drive_strength.png
Bar = 100 um.
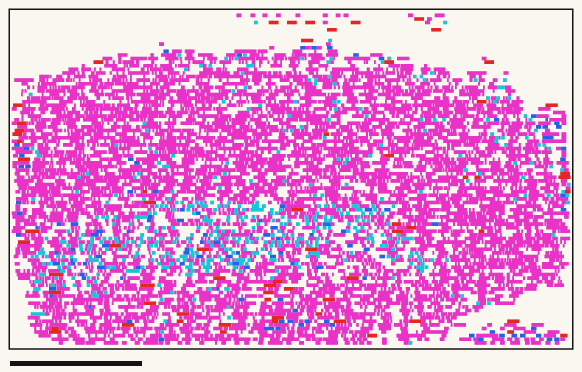
clock_map.png
Bar = 100 um.
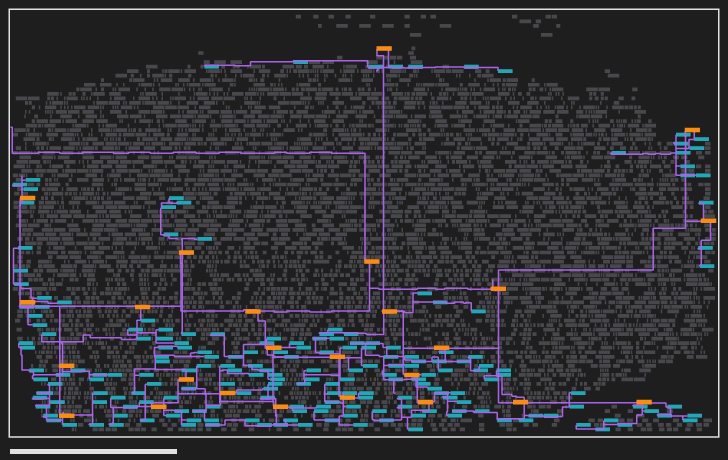
registers.png
Other sequential cells in the stronger grey, the rest of the logic in the fainter grey.
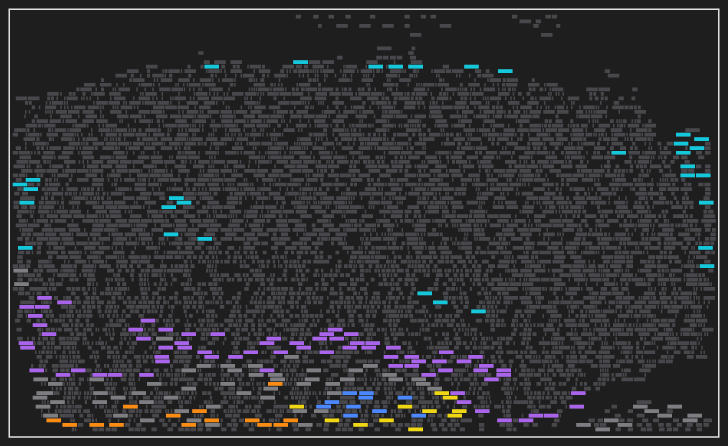
final_clocks.png
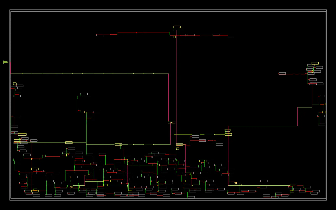
File: config.mk
export PLATFORM = sky130hd
export DESIGN_NAME = csr_spmv_engine
export DESIGN_NICKNAME = d
export VERILOG_FILES = /design/src/rtl/csr_spmv_pkg.sv /design/src/rtl/csr_mac_lane.sv /design/src/rtl/csr_spmv_engine.sv
export SDC_FILE = /design/constraint.sdc
export NUM_CORES = 2
export LEC_CHECK = 0
export CORE_ASPECT_RATIO = 0.6
export CORE_UTILIZATION = 46
export CTS_CLUSTER_DIAMETER = 100
export DETAILED_ROUTE_END_ITERATION = 7
export PLACE_DENSITY = 0.64
export SYNTH_ARGS = -nofsm -noshare
export SYNTH_HDL_FRONTEND = slang
export SYNTH_SLANG_ARGS = --single-unit
File: constraint.sdc
create_clock -name clk_i -period 12.2 [get_ports clk_i]
set_input_delay 2.44 -clock clk_i [delete_from_list [all_inputs] [get_ports clk_i]]
set_output_delay 2.44 -clock clk_i [all_outputs]
set_load 0.01 [all_outputs]
File: src/rtl/csr_spmv_pkg.sv
// Shared types and constants for the CSR sparse-matrix x dense-vector engine.
package csr_spmv_pkg;

    typedef enum logic [2:0] {
        IDLE     = 3'd0,
        RP_FIRST = 3'd1,
        RP_NEXT  = 3'd2,
        STREAM   = 3'd3,
        DRAIN    = 3'd4,
        EMIT     = 3'd5
    } state_e;

    // Cycles from the last issued nonzero until its product is in the accumulator.
    localparam int DRAIN_CYCLES = 2;

    function automatic int acc_width(input int data_w, input int guard);
        return 2 * data_w + guard;
    endfunction

endpackage

File: src/rtl/csr_mac_lane.sv
// Two-stage multiply-accumulate: stage 1 captures the value and looks up the vector,
// stage 2 adds the sign- or zero-extended product into a wrapping accumulator.
module csr_mac_lane
    import csr_spmv_pkg::*;
#(
    parameter int DATA_W    = 32,
    parameter int IDX_W     = 14,
    parameter int ACC_GUARD = 8,
    parameter int SIGNED    = 1
) (
    input  logic                                      clk_i,
    input  logic                                      rst_ni,
    input  logic                                      clear_i,
    input  logic                                      issue_i,
    input  logic [IDX_W-1:0]                          col_rdata_i,
    input  logic [DATA_W-1:0]                         val_rdata_i,
    input  logic [DATA_W-1:0]                         vec_rdata_i,
    output logic [IDX_W-1:0]                          vec_addr_o,
    output logic [acc_width(DATA_W, ACC_GUARD)-1:0]   acc_o
);

    localparam int ACC_W = acc_width(DATA_W, ACC_GUARD);

    logic                v1_q, v2_q;
    logic [DATA_W-1:0]   val_q;
    logic [IDX_W-1:0]    vec_addr_q, vec_addr_d;
    logic [ACC_W-1:0]    acc_q;
    logic [2*DATA_W-1:0] a_ext_s, b_ext_s, prod_s;
    logic [ACC_W-1:0]    prod_ext_s;

    // Stage-1 vector address and the extended product; full-width extension of both
    // operands makes a plain multiply exact for either signedness.
    always_comb begin
        if (v1_q) begin
            vec_addr_d = col_rdata_i;
        end else begin
            vec_addr_d = vec_addr_q;
        end
        if (SIGNED != 0) begin
            a_ext_s    = {{DATA_W{val_q[DATA_W-1]}}, val_q};
            b_ext_s    = {{DATA_W{vec_rdata_i[DATA_W-1]}}, vec_rdata_i};
            prod_s     = a_ext_s * b_ext_s;
            prod_ext_s = {{ACC_GUARD{prod_s[2*DATA_W-1]}}, prod_s};
        end else begin
            a_ext_s    = {{DATA_W{1'b0}}, val_q};
            b_ext_s    = {{DATA_W{1'b0}}, vec_rdata_i};
            prod_s     = a_ext_s * b_ext_s;
            prod_ext_s = {{ACC_GUARD{1'b0}}, prod_s};
        end
    end

    // Stage-valid pipe, value capture and accumulator.
    always_ff @(posedge clk_i or negedge rst_ni) begin
        if (!rst_ni) begin
            v1_q       <= 1'b0;
            v2_q       <= 1'b0;
            val_q      <= {DATA_W{1'b0}};
            vec_addr_q <= {IDX_W{1'b0}};
            acc_q      <= {ACC_W{1'b0}};
        end else begin
            v1_q       <= issue_i;
            v2_q       <= v1_q;
            vec_addr_q <= vec_addr_d;
            if (v1_q) begin
                val_q <= val_rdata_i;
            end
            if (clear_i) begin
                acc_q <= {ACC_W{1'b0}};
            end else if (v2_q) begin
                acc_q <= acc_q + prod_ext_s;
            end
        end
    end

    assign vec_addr_o = vec_addr_d;
    assign acc_o      = acc_q;

endmodule

File: src/rtl/csr_spmv_engine.sv
// CSR SpMV engine: walks the row pointers, streams each row's nonzeros through the
// MAC lane and emits one dot product per row behind a valid/ready handshake.
module csr_spmv_engine
    import csr_spmv_pkg::*;
#(
    parameter int DATA_W    = 32,
    parameter int IDX_W     = 14,
    parameter int ROW_W     = 10,
    parameter int ACC_GUARD = 8,
    parameter int SIGNED    = 1
) (
    input  logic                                    clk_i,
    input  logic                                    reset_ni,
    input  logic                                    start_i,
    input  logic [ROW_W-1:0]                        num_rows_i,
    output logic                                    busy_o,
    output logic                                    done_o,
    output logic                                    rp_err_o,
    output logic [ROW_W:0]                          rp_addr_o,
    input  logic [IDX_W-1:0]                        rp_rdata_i,
    output logic [IDX_W-1:0]                        nz_addr_o,
    input  logic [IDX_W-1:0]                        col_rdata_i,
    input  logic [DATA_W-1:0]                       val_rdata_i,
    output logic [IDX_W-1:0]                        vec_addr_o,
    input  logic [DATA_W-1:0]                       vec_rdata_i,
    output logic                                    out_valid_o,
    input  logic                                    out_ready_i,
    output logic [ROW_W-1:0]                        out_row_o,
    output logic [acc_width(DATA_W, ACC_GUARD)-1:0] out_data_o,
    output logic                                    out_zero_o
);

    state_e             state_q, state_d;
    logic [ROW_W-1:0]   num_rows_q, num_rows_d, row_q, row_d;
    logic [IDX_W-1:0]   nz_ptr_q, nz_ptr_d, nz_end_q, nz_end_d, nz_addr_q, nz_addr_d;
    logic [ROW_W:0]     rp_addr_q, rp_addr_d;
    logic [1:0]         drain_cnt_q, drain_cnt_d;
    logic               busy_q, busy_d, done_q, done_d, rp_err_q, rp_err_d;
    logic               out_valid_q, out_valid_d, out_zero_q, out_zero_d;
    logic               clear_s, issue_s, accept_s, last_row_s, last_nz_s, drain_end_s;

    // A start landing on the done cycle is refused so passes never overlap.
    assign accept_s    = (state_q == IDLE) && start_i && !done_q;
    assign last_row_s  = (row_q + ROW_W'(1)) == num_rows_q;
    assign last_nz_s   = nz_ptr_q == (nz_end_q - IDX_W'(1));
    assign drain_end_s = drain_cnt_q == 2'(DRAIN_CYCLES - 1);

    // State register.
    always_ff @(posedge clk_i or negedge reset_ni) begin
        if (!reset_ni) begin
            state_q <= IDLE;
        end else begin
            state_q <= state_d;
        end
    end

    // Next-state logic.
    always_comb begin
        state_d = state_q;
        case (state_q)
            IDLE: begin
                if (accept_s && (num_rows_i != {ROW_W{1'b0}})) begin
                    state_d = RP_FIRST;
                end else begin
                    state_d = IDLE;
                end
            end
            RP_FIRST: state_d = RP_NEXT;
            RP_NEXT: begin
                if (rp_rdata_i <= nz_ptr_q) begin
                    state_d = EMIT;
                end else begin
                    state_d = STREAM;
                end
            end
            STREAM: begin
                if (last_nz_s) begin
                    state_d = DRAIN;
                end else begin
                    state_d = STREAM;
                end
            end
            DRAIN: begin
                if (drain_end_s) begin
                    state_d = EMIT;
                end else begin
                    state_d = DRAIN;
                end
            end
            EMIT: begin
                if (out_ready_i && last_row_s) begin
                    state_d = IDLE;
                end else if (out_ready_i) begin
                    state_d = RP_NEXT;
                end else begin
                    state_d = EMIT;
                end
            end
            default: state_d = IDLE;
        endcase
    end

    // Datapath and output next values; RAM addresses are issued combinationally so
    // read data lines up with the following state.
    always_comb begin
        num_rows_d  = num_rows_q;
        row_d       = row_q;
        nz_ptr_d    = nz_ptr_q;
        nz_end_d    = nz_end_q;
        nz_addr_d   = nz_addr_q;
        rp_addr_d   = rp_addr_q;
        drain_cnt_d = drain_cnt_q;
        busy_d      = busy_q;
        done_d      = 1'b0;
        rp_err_d    = rp_err_q;
        out_valid_d = out_valid_q;
        out_zero_d  = out_zero_q;
        clear_s     = 1'b0;
        issue_s     = 1'b0;
        case (state_q)
            IDLE: begin
                if (accept_s) begin
                    num_rows_d = num_rows_i;
                    row_d      = {ROW_W{1'b0}};
                    rp_err_d   = 1'b0;
                    rp_addr_d  = {(ROW_W+1){1'b0}};
                    if (num_rows_i == {ROW_W{1'b0}}) begin
                        done_d = 1'b1;
                    end else begin
                        busy_d = 1'b1;
                    end
                end else begin
                    busy_d = 1'b0;
                end
            end
            RP_FIRST: begin
                nz_ptr_d  = rp_rdata_i;
                rp_addr_d = (ROW_W+1)'(1);
            end
            RP_NEXT: begin
                nz_end_d = rp_rdata_i;
                clear_s  = 1'b1;
                if (rp_rdata_i < nz_ptr_q) begin
                    rp_err_d    = 1'b1;
                    out_valid_d = 1'b1;
                    out_zero_d  = 1'b1;
                end else if (rp_rdata_i == nz_ptr_q) begin
                    out_valid_d = 1'b1;
                    out_zero_d  = 1'b1;
                end else begin
                    out_zero_d = 1'b0;
                end
            end
            STREAM: begin
                issue_s     = 1'b1;
                nz_addr_d   = nz_ptr_q;
                nz_ptr_d    = nz_ptr_q + IDX_W'(1);
                drain_cnt_d = 2'd0;
            end
            DRAIN: begin
                drain_cnt_d = drain_cnt_q + 2'd1;
                if (drain_end_s) begin
                    out_valid_d = 1'b1;
                end else begin
                    out_valid_d = 1'b0;
                end
            end
            EMIT: begin
                if (out_ready_i) begin
                    out_valid_d = 1'b0;
                    row_d       = row_q + ROW_W'(1);
                    if (last_row_s) begin
                        done_d = 1'b1;
                        busy_d = 1'b0;
                    end else begin
                        nz_ptr_d  = nz_end_q;
                        rp_addr_d = {1'b0, row_q} + (ROW_W+1)'(2);
                    end
                end else begin
                    out_valid_d = 1'b1;
                end
            end
            default: begin
                busy_d = 1'b0;
            end
        endcase
    end

    // Datapath registers.
    always_ff @(posedge clk_i or negedge reset_ni) begin
        if (!reset_ni) begin
            num_rows_q  <= {ROW_W{1'b0}};
            row_q       <= {ROW_W{1'b0}};
            nz_ptr_q    <= {IDX_W{1'b0}};
            nz_end_q    <= {IDX_W{1'b0}};
            nz_addr_q   <= {IDX_W{1'b0}};
            rp_addr_q   <= {(ROW_W+1){1'b0}};
            drain_cnt_q <= 2'd0;
            busy_q      <= 1'b0;
            done_q      <= 1'b0;
            rp_err_q    <= 1'b0;
            out_valid_q <= 1'b0;
            out_zero_q  <= 1'b0;
        end else begin
            num_rows_q  <= num_rows_d;
            row_q       <= row_d;
            nz_ptr_q    <= nz_ptr_d;
            nz_end_q    <= nz_end_d;
            nz_addr_q   <= nz_addr_d;
            rp_addr_q   <= rp_addr_d;
            drain_cnt_q <= drain_cnt_d;
            busy_q      <= busy_d;
            done_q      <= done_d;
            rp_err_q    <= rp_err_d;
            out_valid_q <= out_valid_d;
            out_zero_q  <= out_zero_d;
        end
    end

    csr_mac_lane #(
        .DATA_W    (DATA_W),
        .IDX_W     (IDX_W),
        .ACC_GUARD (ACC_GUARD),
        .SIGNED    (SIGNED)
    ) u_mac (
        .clk_i       (clk_i),
        .rst_ni      (reset_ni),
        .clear_i     (clear_s),
        .issue_i     (issue_s),
        .col_rdata_i (col_rdata_i),
        .val_rdata_i (val_rdata_i),
        .vec_rdata_i (vec_rdata_i),
        .vec_addr_o  (vec_addr_o),
        .acc_o       (out_data_o)
    );

    assign busy_o      = busy_q;
    assign done_o      = done_q;
    assign rp_err_o    = rp_err_q;
    assign rp_addr_o   = rp_addr_d;
    assign nz_addr_o   = nz_addr_d;
    assign out_valid_o = out_valid_q;
    assign out_row_o   = row_q;
    assign out_zero_o  = out_zero_q;

endmodule
==> highlights.md <==
### Run status
- run status: complete, no violations

### Cells and area
- non-clock buffer count: 695
- post-route insts no fill: 7224
- Antenna Diode Count: 1
- number of flip-flops under the largest register name: 72
- post-route core utilization: 0.542
- area overhead of the layout relative to synthesis: 16.1%

### Clock network
- post-CTS setup buffers: 0
- CTS resizes: 3
- count of H-tree levels built during CTS: 1
- CTS tree: done

### Yosys
- number of instances in the synthesized netlist: 5357
- yosys synthesis chip area: 49300 um^2

### Setup path
- cell depth of the worst setup path: 40
- Critical Path Most Common Cell: fa_1
- flop-to-flop setup slack: 1680 ps

### Floorplanning
- Chip Footprint: 109000 um^2
- Initial Util: 0.467

### Drt
- met1 wire length: 68700 um
- final routed wire length divided by cell count: 19.6 um

-- drive_strength.png (at the start) --
| size | colour | cells | most used |
|---|---|---|---|
| drive 1 or less | magenta | 5179 | fa_1 |
| drive 6 and up | red | 66 | clkbuf_16 |
| drive 3 to 4 | cyan | 453 | buf_4 |
| drive 2 | blue | 115 | mux2_2 |

-- clock_map.png (at the start) --
[clock wires] purple | length: 4210 um
[cells driving clock nets] orange | count: 25
[flip-flops] cyan | count: 203
routed clock nets: 26
clock latency of the later-clocked register in the worst-skew pair: 630 ps

-- registers.png (at the start) --
| signal | colour | flops |
|---|---|---|
| nz_addr_q | orange | 14 |
| u_mac.val_q | cyan | 32 |
| num_rows_q | blue | 10 |
| rp_addr_q | yellow | 11 |
| u_mac.acc_o | purple | 72 |
not coloured: 64

-- final_clocks.png (at the start) --
cts bufs inserted: 25
number of sequential cells in the layout: 203

[cell usage after synthesis, types with 5 or more instances]
cell type | n | area, um^2
fa_1 | 1083 | 21700
inv_1 | 989 | 3710
nand2_1 | 742 | 2790
and2_1 | 475 | 2970
ha_1 | 275 | 3440
clkbuf_1 | 273 | 1020
dfrtp_1 | 203 | 5080
nor2_1 | 179 | 672
a21oi_1 | 174 | 871
o21ai_0 | 162 | 811
xnor2_1 | 116 | 1020
a21o_1 | 70 | 526
mux2_2 | 59 | 664
nand3_1 | 58 | 290
xor2_1 | 55 | 482
mux2i_1 | 47 | 470
nand4_1 | 39 | 244
nor3_1 | 34 | 170
nand2b_1 | 25 | 156
nor2b_1 | 23 | 144
o21bai_1 | 23 | 173
a211oi_1 | 22 | 165
a31oi_1 | 21 | 131
and3_1 | 20 | 125
o211ai_1 | 13 | 97.6
o21a_1 | 13 | 97.6
a221oi_1 | 12 | 105
nor4_1 | 12 | 75.1
o31ai_1 | 8 | 60.1
a22oi_1 | 7 | 52.6
a41oi_1 | 7 | 61.3
o22ai_1 | 7 | 43.8
or2_2 | 7 | 43.8
or3_1 | 7 | 43.8
a21boi_0 | 6 | 45.0
buf_1 | 6 | 22.5
buf_2 | 6 | 30.0
o21ai_1 | 6 | 30.0
a221o_1 | 5 | 50.1
and4_1 | 5 | 43.8
nor3b_1 | 5 | 37.5
[worst min path at each step]
stage | slack [ps] | start | to
floorplan | 350 | u_mac.v1_q | u_mac.v2_q
global placement | 470 | rp_err_o | rp_err_o
detailed placement | 480 | rp_err_o | rp_err_o
CTS | 500 | rp_addr_q[5] | rp_addr_q[5]
global route | 510 | u_mac.vec_addr_q[13] | u_mac.vec_addr_q[13]
finish | 490 | rp_addr_q[5] | rp_addr_q[5]
